<file path="src/rtl/mips_ctrl_pkg.sv">
// mips_ctrl_pkg: shared opcodes, ALUOp codes, control-FSM states and control word
package mips_ctrl_pkg;
  localparam logic [5:0] OP_RTYPE = 6'b000000;
  localparam logic [5:0] OP_LW    = 6'b100011;
  localparam logic [5:0] OP_SW    = 6'b101011;
  localparam logic [5:0] OP_BEQ   = 6'b000100;
  localparam logic [5:0] OP_J     = 6'b000010;
  localparam logic [5:0] OP_ADDI  = 6'b001000;
  localparam logic [1:0] ALUOP_ADD   = 2'b00;
  localparam logic [1:0] ALUOP_SUB   = 2'b01;
  localparam logic [1:0] ALUOP_FUNCT = 2'b10;
  typedef enum logic [3:0] {
    FETCH     = 4'd0,
    DECODE    = 4'd1,
    MEM_ADDR  = 4'd2,
    MEM_RD    = 4'd3,
    MEM_WB    = 4'd4,
    MEM_WR    = 4'd5,
    EXEC      = 4'd6,
    R_WB      = 4'd7,
    BRANCH    = 4'd8,
    JUMP      = 4'd9,
    ADDI_EXEC = 4'd10,
    ADDI_WB   = 4'd11
  } state_t;
  typedef struct packed {
    logic       pc_write;
    logic       pc_write_cond;
    logic       i_or_d;
    logic       mem_read;
    logic       mem_write;
    logic       mem_to_reg;
    logic       ir_write;
    logic       alu_src_a;
    logic       reg_write;
    logic       reg_dst;
    logic [1:0] alu_src_b;
    logic [1:0] pc_source;
    logic [1:0] alu_op;
    logic       instr_done;
    logic       illegal_op;
  } ctrl_t;
endpackage

</file>
<file path="src/rtl/mc_main_control.sv">
// mc_main_control: multicycle MIPS32 main control Moore FSM with mem_ready handshake
module mc_main_control
  import mips_ctrl_pkg::*;
(
  input  logic       clk,
  input  logic       reset,
  input  logic [5:0] opcode,
  input  logic       mem_ready,
  output logic       PCWrite,
  output logic       PCWriteCond,
  output logic       IorD,
  output logic       MemRead,
  output logic       MemWrite,
  output logic       MemtoReg,
  output logic       IRWrite,
  output logic       ALUSrcA,
  output logic       RegWrite,
  output logic       RegDst,
  output logic [1:0] ALUSrcB,
  output logic [1:0] PCSource,
  output logic [1:0] ALUOp,
  output logic       instr_done,
  output logic       illegal_op
);
  state_t state, next;
  ctrl_t  c;
  always_ff @(posedge clk)
    state <= reset ? FETCH : next;
  always_comb begin
    c    = '0;
    next = FETCH;
    case (state)
      FETCH: begin
        c.mem_read  = 1'b1;
        c.alu_src_b = 2'b01;
        c.alu_op    = ALUOP_ADD;
        c.ir_write  = mem_ready;
        c.pc_write  = mem_ready;
        next        = mem_ready ? DECODE : FETCH;
      end
      DECODE: begin
        c.alu_src_b = 2'b11;
        c.alu_op    = ALUOP_ADD;
        case (opcode)
          OP_RTYPE:     next = EXEC;
          OP_LW, OP_SW: next = MEM_ADDR;
          OP_BEQ:       next = BRANCH;
          OP_J:         next = JUMP;
          OP_ADDI:      next = ADDI_EXEC;
          default:      c.illegal_op = 1'b1;
        endcase
      end
      MEM_ADDR: begin
        c.alu_src_a = 1'b1;
        c.alu_src_b = 2'b10;
        c.alu_op    = ALUOP_ADD;
        next        = opcode == OP_SW ? MEM_WR : MEM_RD;
      end
      MEM_RD: begin
        c.mem_read = 1'b1;
        c.i_or_d   = 1'b1;
        next       = mem_ready ? MEM_WB : MEM_RD;
      end
      MEM_WB: begin
        c.mem_to_reg = 1'b1;
        c.reg_write  = 1'b1;
        c.instr_done = 1'b1;
      end
      MEM_WR: begin
        c.mem_write  = 1'b1;
        c.i_or_d     = 1'b1;
        c.instr_done = mem_ready;
        next         = mem_ready ? FETCH : MEM_WR;
      end
      EXEC: begin
        c.alu_src_a = 1'b1;
        c.alu_op    = ALUOP_FUNCT;
        next        = R_WB;
      end
      R_WB: begin
        c.reg_dst    = 1'b1;
        c.reg_write  = 1'b1;
        c.instr_done = 1'b1;
      end
      BRANCH: begin
        c.alu_src_a     = 1'b1;
        c.alu_op        = ALUOP_SUB;
        c.pc_write_cond = 1'b1;
        c.pc_source     = 2'b01;
        c.instr_done    = 1'b1;
      end
      JUMP: begin
        c.pc_write   = 1'b1;
        c.pc_source  = 2'b10;
        c.instr_done = 1'b1;
      end
      ADDI_EXEC: begin
        c.alu_src_a = 1'b1;
        c.alu_src_b = 2'b10;
        c.alu_op    = ALUOP_ADD;
        next        = ADDI_WB;
      end
      ADDI_WB: begin
        c.reg_write  = 1'b1;
        c.instr_done = 1'b1;
      end
      default: next = FETCH;
    endcase
  end
  assign {PCWrite, PCWriteCond, IorD, MemRead, MemWrite, MemtoReg, IRWrite, ALUSrcA,
          RegWrite, RegDst, ALUSrcB, PCSource, ALUOp, instr_done, illegal_op} = reset ? '0 : c;
endmodule

</file>
<file path="config.mk">
export PLATFORM = sky130hd
export DESIGN_NAME = mc_main_control
export DESIGN_NICKNAME = d
export VERILOG_FILES = /design/src/rtl/mips_ctrl_pkg.sv /design/src/rtl/mc_main_control.sv
export SDC_FILE = /design/constraint.sdc
export NUM_CORES = 1
export LEC_CHECK = 0
export ABC_CLOCK_PERIOD_IN_PS = 3100
export CAP_MARGIN = 20
export CORE_UTILIZATION = 42
export DETAILED_ROUTE_END_ITERATION = 8
export PLACE_DENSITY = 0.9
export SLEW_MARGIN = 20
export SYNTH_ARGS = -nofsm -noshare
export SYNTH_HDL_FRONTEND = slang
export SYNTH_SLANG_ARGS = --single-unit
</file>
<file path="constraint.sdc">
create_clock -name clk -period 3.1 [get_ports clk]
set_clock_uncertainty 0.1 [all_clocks]
set_input_delay 0.31 -clock clk [delete_from_list [all_inputs] [get_ports clk]]
set_output_delay 0.31 -clock clk [all_outputs]
set_load 0.02 [all_outputs]
</file>
Fig. 1: run 1, signal wires on met1
The bar under the picture is 10 um long. Supply wires on this layer in grey.
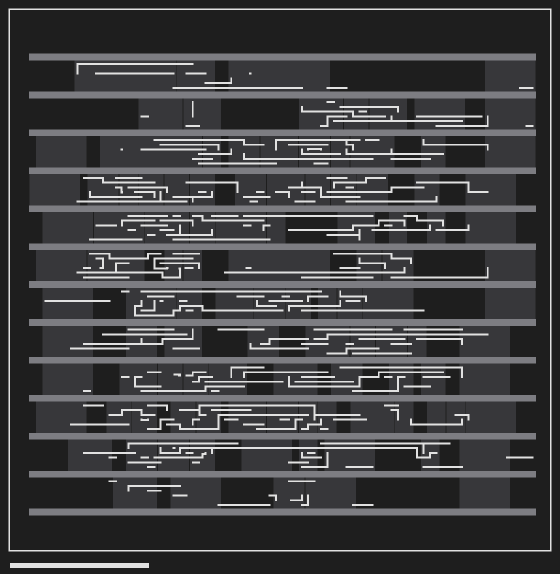
wire length on this layer	693 um
longest straight run	17.0 um
main direction	horizontal
nets with wire on the layer	96

Fig. 2: run 1, congestion heat map
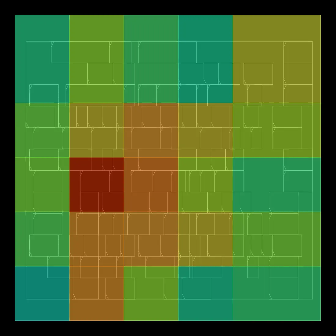
gr usage total: 23.3%
drt wl/cell: 13.0 um
met2 usage: 42.5%
Most Used Layer, Global Route: met2
Final Util: 70.3%

Fig. 3: run 1, drive-strength map
The bar under the picture is 10 um long.
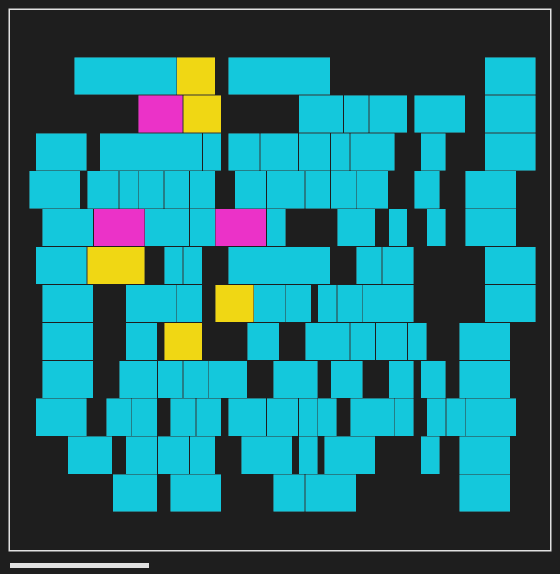
colour	size	cells
cyan	drive 1 or less	101
magenta	drive 2	3
yellow	drive 3 to 4	5

==> results_slide.txt, run 1 <==
Synthesis and Place & Route Summary

Critical path
  • Worst R2R Path Depth: 5
  • Crit path capture type: primary output
  • Worst setup SP type: flop
  • Worst Path Arrival: 2.34 ns
  • Req. time, crit path: 2.69 ns
  • R2r setup slk: 1.40 ns
  • Worst r2r src: state[1]$_SDFF_PP0_
  • Critical R2R Capture: state[1]$_SDFF_PP0_
  • Kind of critical path: reg2out
  • CP Max Fanout: 19

Global routing
  • Initial antenna violation count: 0
  • Number of global-route vias before repair: 596
  • GRT overflow: 0
  • Global-route wire length before repair: 2480 um
  • Largest net degree at the start of global routing: 24

Final timing
  • Achievable frequency: 363 MHz
  • Setup_tns: 0 ns
  • Final setup violation count: 0
  • Final Hold Vio Count: 0
  • Hold WS: 0.649 ns
  • Fin. max-slew vios: 0
  • Least-Margin Pin Slew: 0.712 ns
  • Fin crit share: 88.8%
  • Relative slew slack: 52.4%
  • Unrepaired setup endpoints after global routing: no
  • Period minus WS final: 2.75 ns

Synthesis
  • Dominant register cell: dfxtp_1
  • Compound Share, Synth: 26.5%
  • Count leader, synth: nor2_1
  • Share of the synthesized area in the top cell type: 14.1%
  • Number of enable flip-flop cells: 0
  • Post-synth top cells: nor2_1, nor3_1, o21ai_0
  • Cell Type Count: 32
  • XOR Share, Synth: 4.64%
  • Cell taking the most area after synthesis: dfxtp_1
  • Synth top area cells: dfxtp_1, nor2_1, nor3_1
  • Sequential area share after synthesis: 14.1%
  • Ys Warns: 0
  • Syn_area_per_cell: 6.44 sq um
  • Mapped Cells: 88
  • Mux frac, synth: 0%
  • Ys cells: 88
  • FFs w/ async S/R, synth: 0%
  • Comb area leader: simple AND/OR/NAND/NOR gates
  • Syn Nets: 97
  • Synth Area in Simple Gates: 47.5%
  • Chip Area, Yosys: 567 sq um
  • Flops & latches, synth: 4
  • Adder-cell share of the synthesized area: 0%
  • Mapped Area: 567 sq um

Outcome
  • Outcome: finished clean

Place
  • RePlAce Congestion: 0.793
  • Final HPWL from detailed placement: 1150 um
  • Port Buf Inserts: 26
  • DP Area: 811 sq um

CTS
  • Deepest level of the CTS H-tree: 1
  • Clock Tree Buf Depth: 2
  • Post-CTS sizing: 0
  • CTS buffer count: 3
  • Clock tree root driver cell: clkbuf_4
  • Setup Buffers After CTS: 0
  • Post-CTS Hold Fix Bufs: 0
  • Late-Pin Clk Latency: 0.24 ns
  • Clk pin slew, worst setup/hold paths: 0.04 ns
  • Num Clock Sinks: 4
  • CTS tree: done

Pwr
  • Leak pwr: 0.000289 uW
  • NetSw: 58.2 uW
  • Seq pwr share: 31.4%
  • Power Density: 220 nW/um^2
  • Clock share of power: 37.2%
  • Logic pwr share: 31.5%
  • Peak VDD IR: 0.225 mV
  • Sw Share: 31.8%
  • Pint: 125 uW

Detailed routing
  • # DRC: 0
  • Post-detailed-route count of antenna-violating nets: 0
  • DR vias: 765
  • DR vias/cell: 6.22
  • DR iter-0 viols: 28
  • Drt first pass iters: 5
  • Detailed Route WL: 1600 um

Run
  • Log Warnings: 26
  • Reported max-cap violation count: 0

Floorplan
  • Die x size: 38.7 um
  • Die Ht: 38.7 um
  • Fp util: 47.8%
  • Cell Rows: 12
  • Die Area: 1500 sq um
  • CORE AREA: 1190 sq um
  • Io pins: 27

Final layout
  • Final net count: 120
  • Top reg by flops: state
  • Max FFs per register: 4
  • Final instance area: 833 sq um
  • Number of diodes: 0
  • Share of layout cells above drive strength 1: 7.34%
  • Synth-to-Final Area Change: 47.0%
  • Top flop regs: state: 4 flops

Hold path
  • Hold Path Stages: 2
  • Hold wc startpoint: state[1]$_SDFF_PP0_
  • Endpoint of the worst hold path: state[0]$_SDFF_PP0_
  • Worst hold path type: reg2reg
run 1: worst max-delay path: stages (launching register included):
cell             delay [ns]
dfxtp_1                0.63
nand2b_1               0.17
nor4_1                 0.30
nor4b_1                0.33
clkdlybuf4s50_1        0.67
run 1: power by group through the flow:
stage                     logic (uW)  registers (uW)  clock network (uW)
after floorplan                 32.0            54.0                   0
after global placement          55.1            58.1                   0
after detailed placement        56.5            58.2                   0
after CTS                       56.9            57.4                67.1
after global routing            61.8            57.8                73.4
final                           57.6            57.4                68.1
run 1: layout make-up:
cell class	count	area [sq um]
Multi-Input combinational cell	75	445
Tap cell	14	17.5
Clock buffer	3	22.5
Fill cell	107	353
Timing Repair Buffer	27	268
Sequential cell	4	80.1
run 1: logic make-up after synthesis:
group | Yosys count
buf+inv | 9
flops | 4
xor+xnor | 3
compound gates | 23
simple gates | 49
run 1: worst max path at each step:
stage	start	to	cells past startpoint
6_report	state[0]$_SDFF_PP0_	illegal_op	4
5_1_grt	state[0]$_SDFF_PP0_	illegal_op	4
4_1_cts	state[0]$_SDFF_PP0_	illegal_op	4
3_5_place_dp	reset	illegal_op	4
3_3_place_gp	reset	illegal_op	4
2_1_floorplan	state[3]$_SDFF_PP0_	ALUSrcA	3
run 1: layout by cell type, fill, tap and decap left out, drive strengths merged:
master,count
a21o,2
nor2,12
clkdlybuf4s50,26
a2111oi,1
nor3b,2
a32o,1
nand2b,2
dfxtp,4
nor4,4
nor4b,1
buf,1
clkbuf,3
o21bai,2
a211oi,1
nand3,4
a31oi,2
xor2,2
or3,2
xnor2,1
o311ai,1
and3b,1
o21ai,6
nand2,5
nor2b,2
or4,1
a21oi,6
and3,3
a32oi,1
nor3,10
run 1: through the flow:
stage | std cells | worst slack, ns | total power, uW
after floorplan | 88 | 0.999 | 86.0
after global placement | 120 | 0.533 | 113
after detailed placement | 120 | 0.364 | 115
after CTS | 123 | 0.328 | 181
after global routing | 123 | 0.237 | 193
final | 123 | 0.348 | 183
run 1: layer usage:
layer	GRT usage (%)	part of all wire [%]	up-vias	routed length [um]
li1	-	-	373	-
met1	28.7	43	331	693
met2	42.5	47	57	751
met3	0	7.6	4	121
met4	8.62	2.0	0	32
met5	0	0	-	0
==> run 2: changes to the inputs <==
SLEW_MARGIN = default   (was 20)
TNS_END_PERCENT = 5   (was default)
Fig. 4: run 2, signal wires on met1
The bar under the picture is 10 um long. Supply wires on this layer in grey.
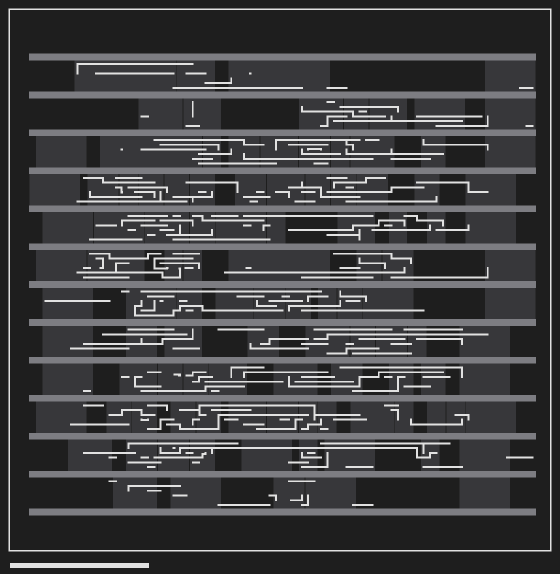
main direction	horizontal
share of all routed wire	43%
longest straight run	17.0 um

Fig. 5: run 2, the metal 2 layer
The bar under the picture is 10 um long.
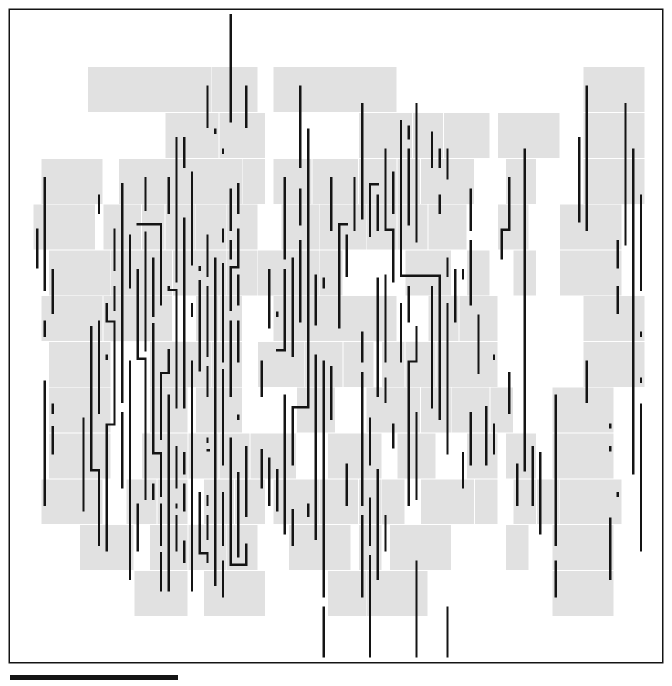
nets with wire on the layer	98
longest straight run	19.4 um
share of all routed wire	47%
wire length on this layer	752 um

==> run 2 against run 1 <==
Total power is the same. Fmax did not move. Synthesized cell count stayed put. Sequential share of layout area unchanged. Clock-buffer cell count stayed put. Non-clock buffer count unchanged. Global-route usage did not move. Setup slack did not move. Wire length is the same. Area after synthesis stayed put. Highest routed layer unchanged. Cell count is the same. Core utilization unchanged. Critical path type unchanged.
==> results_slide.txt, run 2 <==
Synthesis and Place & Route Summary

Final layout
  • Most numerous logic cell after layout: clkdlybuf4s50_1
  • Seq. cell area: 80.1 sq um (unchanged)
  • Top flop regs: state: 4 flops
  • Final Util: 70.3% (unchanged)
  • Share of layout cells above drive strength 1: 7.34% (unchanged)
  • Commonest cells after routing, fill and taps aside: clkdlybuf4s50_1, nor2_1, nor3_1
  • Top reg by flops: state
  • Final net count: 120 (unchanged)
  • Max FFs per register: 4 (unchanged)
  • Layout fillers: 107 (unchanged)
  • Number of diodes: 0 (unchanged)

Floorplan
  • Die x size: 38.7 um (unchanged)
  • CORE AREA: 1190 sq um (unchanged)
  • Cell Rows: 12 (unchanged)
  • Io pins: 27 (unchanged)
  • Die Area: 1500 sq um (unchanged)
  • Die Ht: 38.7 um (unchanged)
  • Fp util: 47.8% (unchanged)

Critical path
  • R2r setup slk: 1.40 ns (about the same)
  • Worst Path Arrival: 2.34 ns (about the same)
  • CP Max Fanout: 19 (unchanged)
  • Crit path capture type: primary output
  • Kind of critical path: reg2out
  • Req. time, crit path: 2.69 ns (about the same)
  • Worst setup SP type: flop

Detailed routing
  • DR vias: 765 (unchanged)
  • DR vias/cell: 6.22 (unchanged)
  • Post-detailed-route count of antenna-violating nets: 0 (unchanged)
  • DR iter-0 viols: 28 (unchanged)
  • Drt first pass iters: 5 (unchanged)
  • Drt wl/cell: 13.0 um (unchanged)
  • # DRC: 0 (unchanged)

Global routing
  • Gr usage total: 23.3% (unchanged)
  • GRT overflow: 0 (unchanged)
  • Met1 usage: 28.7% (unchanged)
  • Number of global-route vias before repair: 596 (unchanged)
  • Largest net degree at the start of global routing: 24 (unchanged)
  • Most Used Layer, Global Route: met2
  • Global-route track usage on met3: 0% (unchanged)
  • Global-route wire length before repair: 2480 um (unchanged)
  • Initial antenna violation count: 0 (unchanged)

Final timing
  • Least-Margin Pin Slew: 0.712 ns (unchanged)
  • Achievable frequency: 363 MHz (unchanged)
  • Period minus WS final: 2.75 ns (unchanged)
  • Unrepaired setup endpoints after global routing: no
  • Fin crit share: 88.8% (unchanged)
  • Final setup violation count: 0 (unchanged)
  • Final worst-path setup slack: 0.348 ns (unchanged)
  • Fin. max-slew vios: 0 (unchanged)
  • Relative slew slack: 52.4% (unchanged)
  • Setup_tns: 0 ns (unchanged)

Synthesis
  • Number of enable flip-flop cells: 0 (unchanged)
  • Post-synth top cells: nor2_1, nor3_1, o21ai_0
  • Synth top area cells: dfxtp_1, nor2_1, nor3_1
  • FFs w/ async S/R, synth: 0% (unchanged)
  • Ys Warns: 0 (unchanged)
  • Mapped Cells: 88 (unchanged)
  • Flops & latches, synth: 4 (unchanged)
  • Chip Area, Yosys: 567 sq um (unchanged)
  • Count leader, synth: nor2_1
  • Cell Type Count: 32 (unchanged)
  • Sequential area share after synthesis: 14.1% (unchanged)
  • Syn Nets: 97 (unchanged)
  • Cell taking the most area after synthesis: dfxtp_1
  • Ys cells: 88 (unchanged)

CTS
  • Late-Pin Clk Latency: 0.24 ns (about the same)
  • Deepest level of the CTS H-tree: 1 (unchanged)
  • Clk pin slew, worst setup/hold paths: 0.04 ns (about the same)
  • Setup Buffers After CTS: 0 (unchanged)
  • Clock tree root driver cell: clkbuf_4
  • Clock Tree Buf Depth: 2 (unchanged)
  • Num Clock Sinks: 4 (unchanged)
  • Post-CTS Hold Fix Bufs: 0 (unchanged)
  • CTS buffer count: 3 (unchanged)
  • CTS tree: done
  • Post-CTS sizing: 0 (unchanged)

Place
  • Dpl ws: 0.364 ns (unchanged)
  • Final HPWL from detailed placement: 1150 um (unchanged)

Pwr
  • Peak VDD IR: 0.225 mV (unchanged)
  • Leak pwr: 0.000289 uW (unchanged)

Outcome
  • Outcome: finished clean
-- run 2: final timing paths --
check                           start             endpoint  cells after the start
setup / recovery  state[0]$_SDFF_PP0_           illegal_op                      4
hold / removal    state[1]$_SDFF_PP0_  state[0]$_SDFF_PP0_                      2
setup reg to reg  state[1]$_SDFF_PP0_  state[1]$_SDFF_PP0_                      5
hold reg to reg   state[1]$_SDFF_PP0_  state[0]$_SDFF_PP0_                      2
-- run 2: cell families (layout without fill, tap and decap cells) --
kind of cell	Yosys count	count (layout)	share of synthesized area, %
buffers and inverters	9	30	7.28
xor gates and xnor gates	3	3	4.64
DFF	4	4	14.1
AOI/OAI and AO/OA	23	23	26.5
and+or+nand+nor	49	49	47.5
-- run 2: power breakdown --
group / internal, uW / total (uW) / switching (uW)
Combinational: 28.5 / 57.6 / 29.1
Clock: 43.5 / 68.1 / 24.6
Sequential: 52.8 / 57.4 / 4.62
-- run 2: cell type report --
| cell class | instances | share of cell area (%) |
|---|---|---|
| clock buffer | 3 | 2.70 |
| tap | 14 | 2.10 |
| sequential | 4 | 9.61 |
| timing repair buffer | 27 | 32.1 |
| multi-input combinational | 75 | 53.5 |
-- run 2: worst max-delay path: stages, from the launching register on --
cell and delay, ns:
dfxtp_1 0.63, nand2b_1 0.17, nor4_1 0.30, nor4b_1 0.33, clkdlybuf4s50_1 0.67
-- run 2: stage by stage --
stage          hold slack [ns]  instances  power (uW)  instance area, sq um
5_1_grt                  0.708        123         193                   833
4_1_cts                  0.649        123         181                   833
2_1_floorplan            0.381         88        86.0                   567
3_3_place_gp             0.643        120         113                   811
6_report                 0.649        123         183                   833
3_5_place_dp             0.642        120         115                   811
-- run 2: routing by layer --
layer	routed length (um)	vias up
met5	0	-
met4	32	0
met3	121	4
met2	751	57
met1	693	331
li1	-	373
==> run 3: changes to the inputs <==
--- a/config.mk
+++ b/config.mk
@@ -8,7 +8,9 @@
 export ABC_CLOCK_PERIOD_IN_PS = 3100
 export CAP_MARGIN = 20
-export CORE_UTILIZATION = 42
+export CORE_AREA = 2 2 39 41
+export CTS_BUF_LIST = sky130_fd_sc_hd__clkbuf_8
 export DETAILED_ROUTE_END_ITERATION = 8
-export PLACE_DENSITY = 0.9
+export DIE_AREA = 0 0 41 43
+export PLACE_DENSITY = 0.91
 export SYNTH_ARGS = -nofsm -noshare
 export SYNTH_HDL_FRONTEND = slang
==> constraint.sdc (replaced) <==
create_clock -name clk -period 3.1 [get_ports clk]
set_clock_uncertainty 0.1 [all_clocks]
set_input_delay 0.31 -clock clk [delete_from_list [all_inputs] [get_ports clk]]
set_output_delay 0.31 -clock clk [all_outputs]
set_load 0.05 [all_outputs]
Fig. 6: run 3, drive-strength map
The bar under the picture is 10 um long.
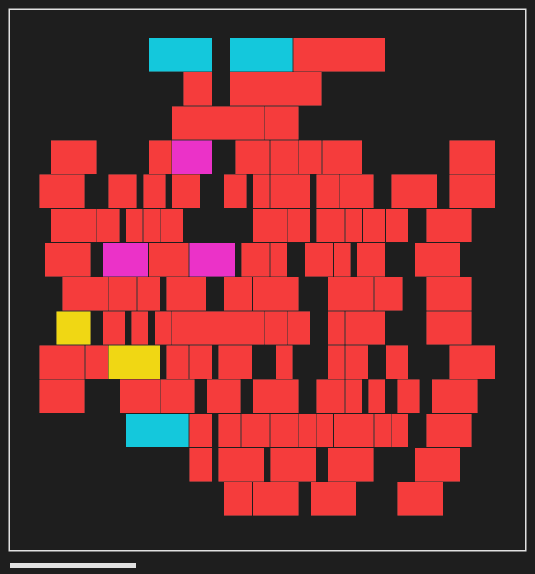
colour	size	cells
red	drive 1 or less	100
yellow	drive 3 to 4	2
magenta	drive 2	3
cyan	drive 6 and up	3

Fig. 7: run 3, the metal 2 layer
The bar under the picture is 10 um long.
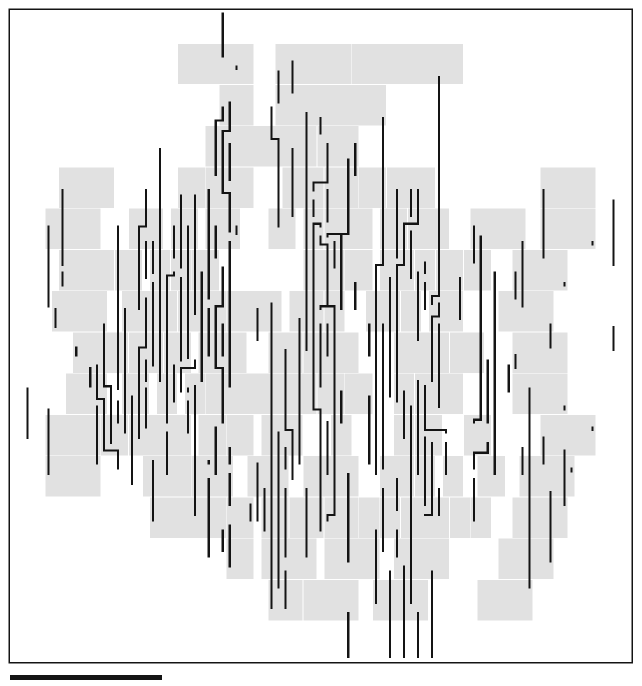
longest straight run	20.1 um
share of all routed wire	48%
wire length on this layer	709 um
nets with wire on the layer	104
main direction	vertical

==> run 3 against run 2 <==
Combinational power increased by 15%. Critical path depth increased by 1. Largest cell class unchanged. Synthesized cell count unchanged. Register-to-register slack improved by 0.02 ns.
==> results_slide.txt, run 3 <==
Synthesis and Place & Route Summary

Pwr
  • Clock share of power: 47.5% (+10 points)
  • Seq pwr share: 24.5% (-6.9 points)
  • Sw Share: 30.7% (-1.1 points)
  • Total power: 236 uW (+29%)
  • Pint: 163 uW (+31%)
  • Peak VDD IR: 0.301 mV (+34%)
  • Logic pwr share: 28.0% (-3.5 points)
  • Power Density: 278 nW/um^2
  • NetSw: 72.4 uW (+24%)
  • Leak pwr: 0.000294 uW (+1.8%)

Synthesis
  • Chip Area, Yosys: 567 sq um (unchanged)
  • Adder-cell share of the synthesized area: 0% (unchanged)
  • Synth top area cells: dfxtp_1, nor2_1, nor3_1
  • Comb area leader: simple AND/OR/NAND/NOR gates
  • Ys Warns: 0 (unchanged)
  • XOR Share, Synth: 4.64% (unchanged)
  • Mux frac, synth: 0% (unchanged)
  • Compound Share, Synth: 26.5% (unchanged)
  • FFs w/ async S/R, synth: 0% (unchanged)
  • Share of the synthesized area in the top cell type: 14.1%
  • Count leader, synth: nor2_1
  • Mapped Cells: 88 (unchanged)
  • Number of enable flip-flop cells: 0 (unchanged)
  • Cell Type Count: 32 (unchanged)
  • Post-synth top cells: nor2_1, nor3_1, o21ai_0
  • Dominant register cell: dfxtp_1
  • Synth Area in Simple Gates: 47.5% (unchanged)
  • Flops & latches, synth: 4 (unchanged)
  • Mapped Area: 567 sq um
  • Ys cells: 88 (unchanged)
  • Sequential area share after synthesis: 14.1% (unchanged)
  • Syn Nets: 97 (unchanged)
  • Cell taking the most area after synthesis: dfxtp_1

Final timing
  • Achievable frequency: 363 MHz (about the same)
  • Final Hold Vio Count: 0
  • Fin crit share: 88.9% (about the same)
  • Fin. max-slew vios: 0 (unchanged)
  • Least-Margin Pin Slew: 0.704 ns (-0.00842 ns)
  • Setup_tns: 0 ns (unchanged)
  • Final setup violation count: 0 (unchanged)
  • Unrepaired setup endpoints after global routing: no
  • Hold WS: 0.681 ns (+0.0316 ns)
  • Relative slew slack: 53.0% (+0.56 points)
  • Period minus WS final: 2.75 ns (+0.00245 ns)

Global routing
  • Global-route wire length before repair: 2360 um (-4.8%)
  • Largest net degree at the start of global routing: 24 (unchanged)
  • GRT overflow: 0 (unchanged)
  • Gr usage total: 19.1% (-4.2 points)
  • Number of global-route vias before repair: 579 (-2.9%)
  • Initial antenna violation count: 0 (unchanged)

CTS
  • Clock Tree Buf Depth: 2 (unchanged)
  • CTS buffer count: 3 (unchanged)
  • Deepest level of the CTS H-tree: 1 (unchanged)
  • Post-CTS Hold Fix Bufs: 0 (unchanged)
  • Setup Buffers After CTS: 0 (unchanged)
  • Num Clock Sinks: 4 (unchanged)
  • Late-Pin Clk Latency: 0.22 ns (-0.02 ns)
  • Clk pin slew, worst setup/hold paths: 0.03 ns (about the same)
  • Clock tree root driver cell: clkbuf_8
  • CTS tree: done
  • Post-CTS sizing: 0 (unchanged)

Place
  • DP Area: 805 sq um (-0.77%)
  • Port Buf Inserts: 26
  • RePlAce Congestion: 0.769
  • Final HPWL from detailed placement: 1100 um (-3.9%)
  • Placed cells: 121 (+0.83%)

Final layout
  • Most numerous logic cell after layout: clkdlybuf4s50_1
  • Commonest cells after routing, fill and taps aside: clkdlybuf4s50_1, nor2_1, nor3_1
  • Top flop regs: state: 4 flops
  • Top reg by flops: state
  • Share of layout cells above drive strength 1: 7.41% (+0.068 points)
  • Comb area: 447 sq um
  • Layout fillers: 134 (+25%)
  • Max FFs per register: 4 (unchanged)
  • Non-Filler Instances: 124 (+0.81%)
  • Final instance area: 846 sq um (+1.5%)
  • Number of diodes: 0 (unchanged)
  • Final net count: 119 (-0.83%)
  • Seq. cell area: 80.1 sq um (unchanged)

Detailed routing
  • Met2 routed WL: 708 um (-5.7%)
  • # DRC: 0 (unchanged)
  • Met1 Wirelength: 631 um (-8.9%)
  • Drt wl/cell: 11.8 um (-9.1%)
  • Drt first pass iters: 4 (-1)
  • DR vias: 715 (-6.5%)
  • Post-detailed-route count of antenna-violating nets: 0 (unchanged)
  • Uppermost layer routed: met4
  • Detailed Route WL: 1470 um
  • DR vias/cell: 5.77 (-7.3%)
  • DR iter-0 viols: 21 (-25%)
  • DR WL met3: 85 um (-30%)

Critical path
  • CP Max Fanout: 11 (-8)
  • Worst Path Arrival: 2.34 ns (about the same)
  • Kind of critical path: in2out
  • Req. time, crit path: 2.69 ns (about the same)
  • Crit path capture type: primary output
  • Worst setup SP type: primary input

Floorplan
  • Die Ht: 43 um (+11%)
  • CORE AREA: 1380 sq um (+17%)
  • Io pins: 27 (unchanged)
  • Die Area: 1760 sq um (+18%)
  • Die x size: 41 um (+5.8%)
  • Fp util: 41.0% (-6.8 points)
  • Cell Rows: 14 (+2)

Hold path
  • Worst hold path type: reg2reg

Run
  • Reported max-cap violation count: 0
  • Log Warnings: 26

Outcome
  • Outcome: finished clean
run 3: cell types whose count changed in the layout (fill, tap and decap cells not counted), sizes merged:
cell,change
clkdlybuf4s50,-1
run 3: kinds of logic (layout without fill, tap and decap cells):
group	Yosys count	in the layout
compound gates	23	23
xor+xnor	3	3
buf+inv	9	29
flops	4	4
simple gates	49	49
run 3: power groups by stage:
stage | combinational (uW) | clock [uW] | sequential (uW)
2_1_floorplan | 43.5 | 0 | 54.0
3_3_place_gp | 64.7 | 0 | 58.1
3_5_place_dp | 65.8 | 0 | 58.3
4_1_cts | 66.0 | 114 | 57.6
5_1_grt | 70.7 | 114 | 58.4
6_report | 66.0 | 112 | 57.6
run 3: worst paths after layout:
path	start	end	slack [ns]	depth (start not counted)
hold reg to reg	state[1]$_SDFF_PP0_	state[1]$_SDFF_PP0_	0.68	2
setup / recovery	reset	PCWriteCond	0.35	5
hold / removal	state[1]$_SDFF_PP0_	state[1]$_SDFF_PP0_	0.68	2
setup reg to reg	state[1]$_SDFF_PP0_	state[0]$_SDFF_PP0_	1.42	4
run 3: worst max-delay path, stage by stage:
cell             delay [ns]
clkdlybuf4s50_1        0.58
nor2_1                 0.25
nand2_1                0.11
nor3_1                 0.24
clkdlybuf4s50_1        0.85
run 3: final cells by class:
| type | instances | area share [%] |
|---|---|---|
| flip-flops and latches | 4 | 9.47 |
| well taps | 16 | 2.37 |
| clock buffers | 3 | 4.88 |
| multi-input cells | 75 | 52.8 |
| repair buffers | 26 | 30.5 |
run 3: through the flow:
step                utilization, %  setup slack, ns
floorplan                        -            0.230
global placement              58.1            0.423
detailed placement            58.1            0.343
CTS                           61.1            0.339
global route                  61.1            0.172
finish                        61.1            0.346
run 3: routing by layer:
| metal | vias to the layer above | global-route usage (%) |
|---|---|---|
| met4 | 0 | 10.0 |
| met1 | 310 | 24.3 |
| met3 | 4 | 3.66 |
| met5 | - | 0 |
| li1 | 372 | - |
| met2 | 29 | 29.1 |
Power and IR drop assume default switching activity.
